File: src/rtl/sr_flag_arbiter.sv
// Round-robin arbiter that serialises per-requester set/clear commands into
// one-cycle S/R pulses toward an SR flag bank, with a shadow copy of the bank.
module sr_flag_arbiter #(
    parameter int unsigned NREQ  = 4,
    parameter int unsigned NFLAG = 8,
    parameter int unsigned IDW   = $clog2(NFLAG)
) (
    input  logic                     clk,
    input  logic                     rst,
    input  logic [NREQ-1:0]          req_valid,
    input  logic [NREQ-1:0]          req_op,
    input  logic [NREQ*IDW-1:0]      req_idx,
    output logic [NREQ-1:0]          req_ready,
    input  logic                     clear_all,
    output logic [NFLAG-1:0]         flag_S,
    output logic [NFLAG-1:0]         flag_R,
    output logic [NFLAG-1:0]         flags,
    output logic [$clog2(NREQ)-1:0]  grant_id
);

    localparam int unsigned GW = $clog2(NREQ);

    logic [GW-1:0]    ptr;
    logic [GW-1:0]    nxt_ptr;
    logic             hit;
    logic             sel_op;
    logic [IDW-1:0]   sel_idx;
    logic [NFLAG-1:0] mask;
    int unsigned      cand;

    // First valid requester at or after ptr, wrapping; clear_all and rst block all grants.
    always_comb begin
        req_ready = '0;
        grant_id  = '0;
        hit       = 1'b0;
        sel_op    = 1'b0;
        sel_idx   = '0;
        cand      = 0;
        if (!rst && !clear_all) begin
            for (int unsigned k = 0; k < NREQ; k++) begin
                cand = (32'(ptr) + k) % NREQ;
                if (!hit && req_valid[cand]) begin
                    hit             = 1'b1;
                    req_ready[cand] = 1'b1;
                    grant_id        = GW'(cand);
                    sel_op          = req_op[cand];
                    sel_idx         = req_idx[cand*IDW +: IDW];
                end
            end
        end
    end

    // One-hot decode of the granted index; indices >= NFLAG match nothing.
    always_comb begin
        mask = '0;
        for (int unsigned k = 0; k < NFLAG; k++) begin
            mask[k] = (sel_idx == IDW'(k));
        end
    end

    assign nxt_ptr = (grant_id == GW'(NREQ - 1)) ? '0 : grant_id + GW'(1);

    // Pulse registers, shadow and pointer.
    always_ff @(posedge clk or posedge rst) begin
        if (rst) begin
            ptr    <= '0;
            flag_S <= '0;
            flag_R <= '0;
            flags  <= '0;
        end else begin
            flags  <= (flags | flag_S) & ~flag_R;
            flag_S <= '0;
            flag_R <= '0;
            if (clear_all) begin
                flag_R <= '1;
            end else if (hit) begin
                ptr    <= nxt_ptr;
                flag_S <= sel_op ? mask : '0;
                flag_R <= sel_op ? '0 : mask;
            end
        end
    end

endmodule

File: config.mk
export PLATFORM = sky130hd
export DESIGN_NAME = sr_flag_arbiter
export DESIGN_NICKNAME = d
export VERILOG_FILES = /design/src/rtl/sr_flag_arbiter.sv
export SDC_FILE = /design/constraint.sdc
export NUM_CORES = 1
export LEC_CHECK = 0
export ABC_CLOCK_PERIOD_IN_PS = 6300
export CORE_UTILIZATION = 45
export CTS_BUF_LIST = sky130_fd_sc_hd__clkbuf_8
export DETAILED_ROUTE_END_ITERATION = 12
export GPL_TIMING_DRIVEN = 0
export PLACE_DENSITY = 0.75
export SYNTH_ARGS = -nofsm -noshare
export SYNTH_HDL_FRONTEND = slang
export SYNTH_SLANG_ARGS = --single-unit
File: constraint.sdc
create_clock -name clk -period 6.3 [get_ports clk]
set_input_delay 1.89 -clock clk [delete_from_list [all_inputs] [get_ports clk]]
set_output_delay 1.89 -clock clk [all_outputs]
set_load 0.05 [all_outputs]
### Cell density map, run 1

The bar under the picture is 20 um long. The die is cut into 7 by 7 equal tiles; dark purple is low, yellow is high, 0 to 100% covered.
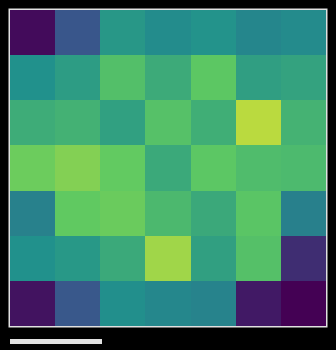
The fullest tile reaches 90%. The mean over all tiles is 55%. 2.0% of the tiles are nearly empty.
final design utilization: 0.639
floorplan utilization: 0.482
core box area: 4140 sq um

### Clock routing, run 1

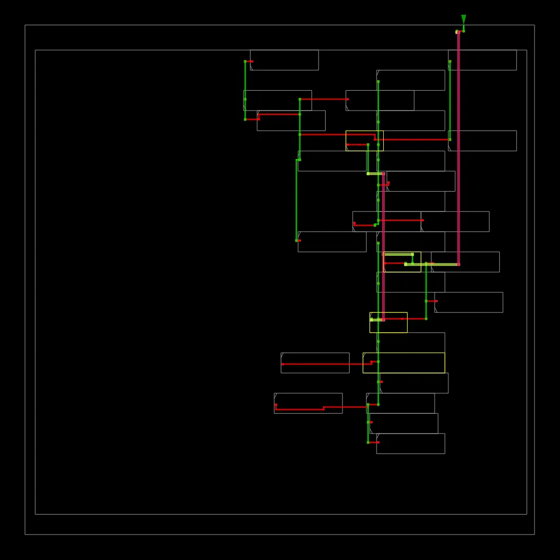
Insertion Delay late pin: 270 ps
Clk power: 0.134 mW
clkbuf count: 3

### Register map, names as in the netlist, run 1

The bar under the picture is 20 um long. Other sequential cells in the stronger gray, the rest of the logic in the fainter gray.
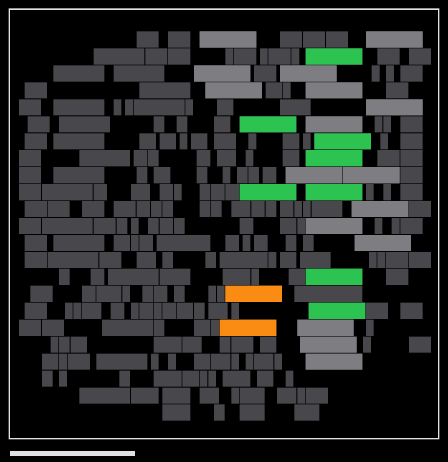
Orange marks `ptr`, placed flops 2. Green marks `flag_S`, placed flops 8.
Seq area share: 0.246
FF+latch area: 651 sq um

### Wire density map, run 1

The die is cut into 14 by 14 equal tiles; dark purple is low, yellow is high, scaled to the fullest tile. Values are wire area over tile area, all layers added.
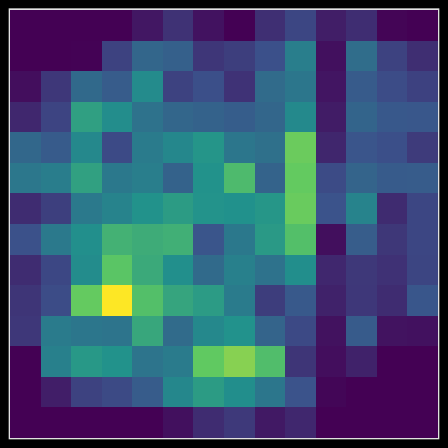
The mean over all tiles is 0.15. 16% of the tiles are over half the peak. The densest ninth of the die: center. 14% of the tiles are nearly empty.
wire per inst: 14.7 um
WL final: 4.46 mm
routed vias: 1748

==> metrics.cfg, run 1 <==
[yosys]
edf_count = 0
synth_cell_type_count = 42

[min_path]
hold_path_end = flags[6]
hold_path.class = reg2reg

[clock_tree]
tritoncts = built
htreeDepth = 1
numCtsBuffers = 3
cts_root_buf = clkbuf_8

[floorplanning]
die_area_sq_um = 4710
die_y_um = 68.7
pin_count = 53

[power]
power.leakage_nw = 1.13
p_clk_frac = 0.114
power.density_nw_per_um2 = 445

[critical_path]
crit_family = buffers and inverters
r2r_slack_ps = 2310
cp.buffers_inverters = 3

[flow_run]
warnings = 32

[outcome]
outcome = finished, final reports clean

[routing]
drt_drc_violations_left = 0

[sta]
worstMarginPinSlew_ps = 916
fin_skew_ps = 5.38

[run 1: worst max path at each step]
stage                             from           end  slack, ps  cells past startpoint
final                     req_valid[2]  req_ready[3]        130                      7
after detailed placement  req_valid[2]   grant_id[0]       -420                      8
after floorplan           req_valid[2]   grant_id[1]        570                      3
after CTS                 req_valid[2]   grant_id[0]          4                      8
after global placement    req_valid[3]   grant_id[0]       -410                      8
after global routing      req_valid[2]  req_ready[1]         -2                      9
[run 1: placed cells by master, fill, tap and decap left out, types with 2 or more instances in the layout]
master            n
clkdlybuf4s50_1  45
nor2_1           32
dfrtp_1          26
mux4_2           18
nand2_1          12
inv_1             8
a21o_1            8
a21oi_1           7
ha_1              7
buf_2             6
nor2b_1           6
a31oi_1           6
o21ai_0           5
a22oi_1           5
nor3_1            5
nand2b_1          4
a221oi_1          4
o21ai_1           3
clkbuf_2          3
nand3b_1          3
clkbuf_8          3
clkdlybuf4s15_2   3
or3_1             2
clkbuf_1          2
a211oi_1          2
buf_1             2
o32a_1            2
mux2i_1           2
and3b_1           2
[run 1: cells by family (layout without fill, tap and decap cells)]
| kind of cell | count (synthesis) | after routing | synth area share |
|---|---|---|---|
| xor gates and xnor gates | 1 | 1 | 0.00438 |
| buffers and inverters | 21 | 75 | 0.0444 |
| and+or+nand+nor | 73 | 73 | 0.190 |
| DFF | 26 | 26 | 0.325 |
| adders and majority gates | 7 | 7 | 0.0438 |
| muxes | 21 | 21 | 0.218 |
| AOI/OAI and AO/OA | 50 | 50 | 0.174 |
[run 1: final cells by class]
type,instances,area (sq um)
fillers,358,1500
multi-input cells,152,1270
flip-flops and latches,26,651
repair buffers,51,504
well taps,50,62.6
plain buffers,12,57.6
clock buffers,3,41.3
clock inverters,1,30.0
inverters,8,30.0
[run 1: sequential cells by signal (all words and copies together), names as in the netlist]
signal and flops:
flags 8, flag_R 8, ptr 2, flag_S 8
[run 1: per-stage QoR]
step / instance area, sq um / std cells / utilization / setup TNS [ps] / worst slack, ps
CTS: 2650 / 304 / 0.640 / 0 / 3.55
floorplan: 2000 / 199 / - / 0 / 569
detailed placement: 2570 / 300 / 0.621 / -2410 / -418
global placement: 2570 / 300 / 0.621 / -2340 / -406
global route: 2650 / 303 / 0.639 / -1.56 / -1.56
finish: 2650 / 303 / 0.639 / 0 / 134
[run 1: power groups by stage]
stage	Clock [mW]	Combinational, mW	Sequential [mW]
after floorplan	0	0.594	0.261
after global placement	0	0.821	0.214
final	0.134	0.831	0.213
after detailed placement	0	0.822	0.216
after global routing	0.143	0.912	0.217
after CTS	0.136	0.823	0.214
[run 1: per-layer routing]
| layer | wire [um] | part of all wire | global-route usage | vias to the layer above |
|---|---|---|---|---|
| met3 | 181 | 0.041 | 0.00987 | 5 |
| met2 | 2230 | 0.50 | 0.364 | 63 |
| met4 | 51 | 0.011 | 0.0521 | 0 |
| met1 | 2000 | 0.45 | 0.285 | 828 |
| met5 | 0 | 0 | 0 | - |
| li1 | - | - | - | 852 |
--- run 2 (diff from run 1) ---
--- a/config.mk
+++ b/config.mk
@@ -8,9 +8,10 @@
 export ABC_CLOCK_PERIOD_IN_PS = 6300
 export CORE_UTILIZATION = 45
 export CTS_BUF_LIST = sky130_fd_sc_hd__clkbuf_8
+export CTS_CLUSTER_SIZE = 40
 export DETAILED_ROUTE_END_ITERATION = 12
 export GPL_TIMING_DRIVEN = 0
-export PLACE_DENSITY = 0.75
+export PLACE_DENSITY = 0.73
 export SYNTH_ARGS = -nofsm -noshare
 export SYNTH_HDL_FRONTEND = slang
 export SYNTH_SLANG_ARGS = --single-unit
==> metrics.cfg, run 2 <==
[clock_tree]
numCtsBuffers = 3
tritoncts = built
clk_latency_ps = 270
htreeDepth = 1

[flow_run]
warnings = 32

[power]
power_mw = 1.20
power.leakage_nw = 1.13
power.density_nw_per_um2 = 451

[final_layout]
final_cell_mix = clkdlybuf4s50_1, nor2_1, dfrtp_1, mux4_2, nand2_1
stdcell_area_sq_um = 2660
top_regs = flag_R: 8 flops, flag_S: 8 flops, flags: 8 flops
layout_top_cell = clkdlybuf4s50_1
diodes = 0

[floorplanning]
core_util_floorplan = 0.482
die_area_sq_um = 4710
die_y_um = 68.7
pin_count = 53
core_sq_um = 4140

[min_path]
hold_path.class = reg2reg

[outcome]
outcome = finished, final reports clean

[sta]
finalSetupTns_ps = 0
fin_skew_ps = 2.34
worstMarginPinSlew_ps = 930
slew_headroom = 0.379
layout_setup_ws_ps = 168

[routing]
wl_per_cell_um = 15.2
via_count = 1751
wl_mm = 4.62
drt_drc_violations_left = 0

[yosys]
avgSynthCellArea_sq_um = 10.0
edf_count = 0
synth_seq_share = 0.325
syn_area_sq_um = 2000
synth_cell_type_count = 42

[critical_path]
critPathMaxFanout = 10

[placed_design]
dpl-instance-area_sq_um = 2570
preCtsSetupSlack_ps = -464

run 2: cell counts after synthesis:
No cell type changed its count.
run 2: critical path: stages:
cell and delay [ps]:
clkdlybuf4s50_1 530, mux4_2 620, nor4b_4 360, clkbuf_4 270, a221oi_1 90, nor2_1 100, clkdlybuf4s15_2 380
run 2: worst paths after layout:
kind / start / to / slack [ps] / depth (start not counted)
hold / removal: flag_R[7] / flags[7] / 420 / 1
max in group asynchronous: rst / flag_S[0] / 3450 / 2
setup reg to reg: ptr[0] / flag_R[4] / 2350 / 13
min in group asynchronous: rst / ptr[1] / 2280 / 2
hold reg to reg: flag_R[7] / flags[7] / 420 / 1
setup / recovery: req_valid[2] / req_ready[2] / 170 / 7
run 2: logic make-up (layout without fill, tap and decap cells):
| kind of cell | after synthesis | in the layout | synth area share |
|---|---|---|---|
| multiplexers | 21 | 21 | 0.218 |
| flip-flops | 26 | 26 | 0.325 |
| buffers and inverters | 21 | 75 | 0.0444 |
| AND-OR/OR-AND | 50 | 50 | 0.174 |
| adder cells (fa/ha/maj) | 7 | 7 | 0.0438 |
| AND/OR/NAND/NOR | 73 | 73 | 0.190 |
| XOR/XNOR | 1 | 1 | 0.00438 |
run 2: routing by layer:
layer	part of all wire	track usage
met1	0.44	0.277
met2	0.52	0.390
met3	0.029	0.0148
met4	0.011	0.0521
met5	0	0
run 2: final cells by class:
type / instances / area, sq um / area share
buffer: 12 / 62.6 / 0.0235
clock buffer: 3 / 41.3 / 0.0155
clock inverter: 1 / 30.0 / 0.0113
multi-input combinational: 152 / 1280 / 0.480
inverter: 8 / 30.0 / 0.0113
timing repair buffer: 51 / 504 / 0.190
sequential: 26 / 651 / 0.245
tap: 50 / 62.6 / 0.0235
run 2: what timing repair did:
action / CTS / global route
resized: 18 / 16
setup buffers: 0 / 0
pin swaps: 0 / 0
setup endpoints to repair: 6 / 6
run 2: per-stage QoR:
stage          hold WS (ps)  std cells
3_3_place_gp            417        300
6_report                424        303
2_1_floorplan           731        199
5_1_grt                 444        303
4_1_cts                 428        304
3_5_place_dp            416        300
run 2: where the power goes:
group | switching, mW | total (mW) | internal [mW]
clock | 0.0509 | 0.136 | 0.0850
combinational | 0.489 | 0.851 | 0.362
sequential | 0.0250 | 0.212 | 0.187
total | 0.565 | 1.20 | 0.635
### Cell density map, run 2

The bar under the picture is 20 um long. The die is cut into 7 by 7 equal tiles; dark purple is low, yellow is high, 0 to 100% covered.
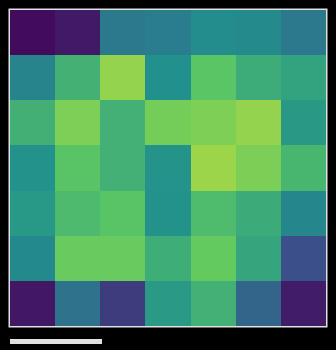
The mean over all tiles is 55%. 20% of the tiles are over 75% full. The fullest tile reaches 85%.
final design utilization: 0.641

--- run 3 (diff from run 2) ---
--- a/config.mk
+++ b/config.mk
@@ -5,6 +5,7 @@
 export SDC_FILE = /design/constraint.sdc
 export NUM_CORES = 1
 export LEC_CHECK = 0
+export ABC_AREA = 1
 export ABC_CLOCK_PERIOD_IN_PS = 6300
 export CORE_UTILIZATION = 45
 export CTS_BUF_LIST = sky130_fd_sc_hd__clkbuf_8
### Clock routing, run 3

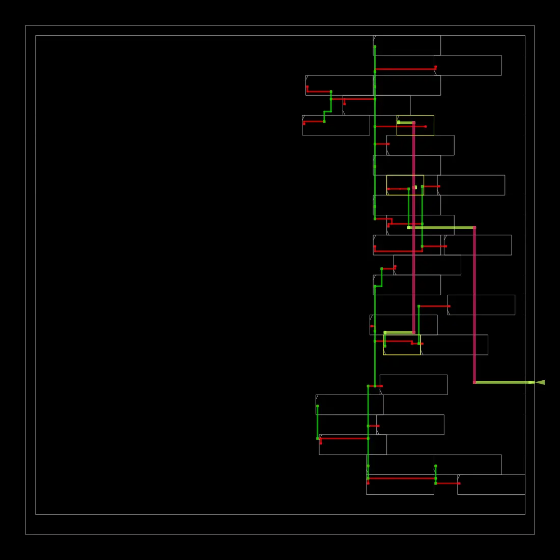
Clk power: 0.0875 mW
skew final: 2.40 ps
Seq Cell Count: 26
Insertion Delay late pin: 260 ps
Inserted Clock Buffers: 3

==> metrics.cfg, run 3 <==
[outcome]
outcome = finished, final reports clean

[power]
power_mw = 1.29
power.leakage_nw = 1.34

[min_path]
min_from = flag_R[0]
min_path_cells = 1
hold_path_end = flags[0]

[sta]
timing.hold.ws_ps = 421
finalSetupTns_ps = 0
slew_headroom = 0.392

[routing]
via_count = 2057
wl_mm = 4.48
drt_drc_violations_left = 0
wl_per_cell_um = 11.0

[final_layout]
layout_top_cell = nand2_1
fillers = 413
ff_latch_area_sq_um = 651
final_cell_mix = nand2_1, clkdlybuf4s50_1, nor2_1, nand3_1, inv_1
top_regs = flag_R: 8 flops, flag_S: 8 flops, flags: 8 flops

[yosys]
syn_area_sq_um = 2040
synth_seq_share = 0.319
xor_share = 0
ys_sh_mux = 0.00980
edf_count = 0
fa_ha_area_frac = 0.0429
synth_cell_type_count = 32

[floorplanning]
die_area_sq_um = 4810
pin_count = 53
core_util_floorplan = 0.469
core_sq_um = 4350

[critical_path]
critPathMaxFanout = 10
r2r-start = ptr[0]
regToRegEndpoint = flag_R[1]

[placed_design]
dp_cells = 404

[flow_run]
warnings = 32

[clock_tree]
htreeDepth = 1

==> run 3: netlist changes by cell type in the layout (fill, tap and decap cells not counted), sizes merged, moves of 5 or more <==
cell,change
a21o,-8
a21oi,-5
a31oi,-5
clkbuf,-5
clkdlybuf4s50,+7
inv,+24
mux4,-18
nand2,+93
nand3,+32
nand4,+5
nor2b,-7
nor3,-5
o21ai,+18
==> run 3: worst max path at each step <==
stage / startpoint / endpoint / slack, ps
after floorplan: req_valid[1] / req_ready[2] / 1350
final: req_valid[1] / grant_id[0] / 150
after global placement: req_valid[1] / grant_id[0] / 170
after CTS: req_valid[1] / grant_id[0] / 160
after global routing: req_valid[1] / grant_id[1] / 60
after detailed placement: req_valid[1] / grant_id[0] / 160
==> run 3: logic make-up (layout without fill, tap and decap cells) <==
| group | count (synthesis) | in the layout |
|---|---|---|
| flops | 26 | 26 |
| buf+inv | 45 | 100 |
| fa+ha+maj | 7 | 7 |
| compound gates | 40 | 40 |
| simple gates | 180 | 180 |
| mux | 2 | 2 |
==> run 3: per-stage QoR <==
| stage | area, sq um | worst slack, ps | util |
|---|---|---|---|
| 6_report | 2670 | 151 | 0.613 |
| 3_5_place_dp | 2630 | 165 | 0.603 |
| 2_1_floorplan | 2040 | 1350 | - |
| 5_1_grt | 2670 | 59.8 | 0.613 |
| 4_1_cts | 2670 | 156 | 0.613 |
| 3_3_place_gp | 2630 | 173 | 0.603 |
==> run 3: per-layer routing <==
metal	routed length [um]	global-route usage	vias to the layer above
li1	-	-	1069
met1	2010	0.236	905
met2	2190	0.357	76
met3	220	0.0131	7
met4	62	0.0726	0
met5	0	0	-
==> run 3: area by class of cell <==
class / count / share of cell area
well taps: 52 / 0.0244
plain buffers: 13 / 0.0370
inverters: 32 / 0.0459
multi-input cells: 229 / 0.438
repair buffers: 52 / 0.195
clock buffers: 3 / 0.0155
flip-flops and latches: 26 / 0.244
==> run 3: report_power, final <==
group          switching [mW]  total (mW)  internal, mW
combinational           0.658       0.996         0.338
clock                  0.0449      0.0875        0.0427
sequential             0.0227       0.211         0.189
total                   0.725        1.29         0.570
==> run 3: worst max-delay path, stage by stage <==
cell	delay (ps)
clkdlybuf4s50_1	460
nand2_1	90
nand2_1	70
nand2_1	100
nand2_4	120
nor2_8	150
nand3_2	120
buf_6	170
nand3_1	70
nand3_1	110
inv_1	110
clkdlybuf4s50_1	800

==> layout pictures side by side <==
Metal layers overlaid.
Only two layers are drawn.
Plate I
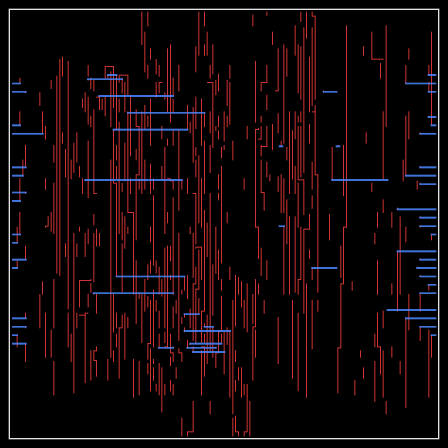
Plate II
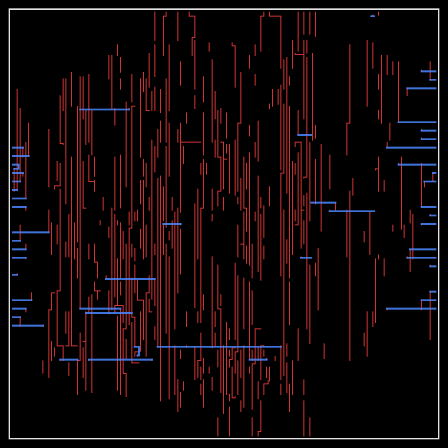
Plate III
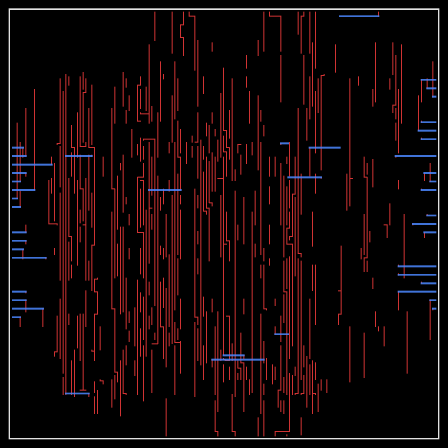
| picture | from |
|---|---|
| Plate I | run 3 |
| Plate II | run 1 |
| Plate III | run 2 |

Key to Plate I:
Red marks met2, wire length 2190 um. Blue marks met3, wire length 221 um.

No activity file was given, so power comes from the tool's default toggle rates.
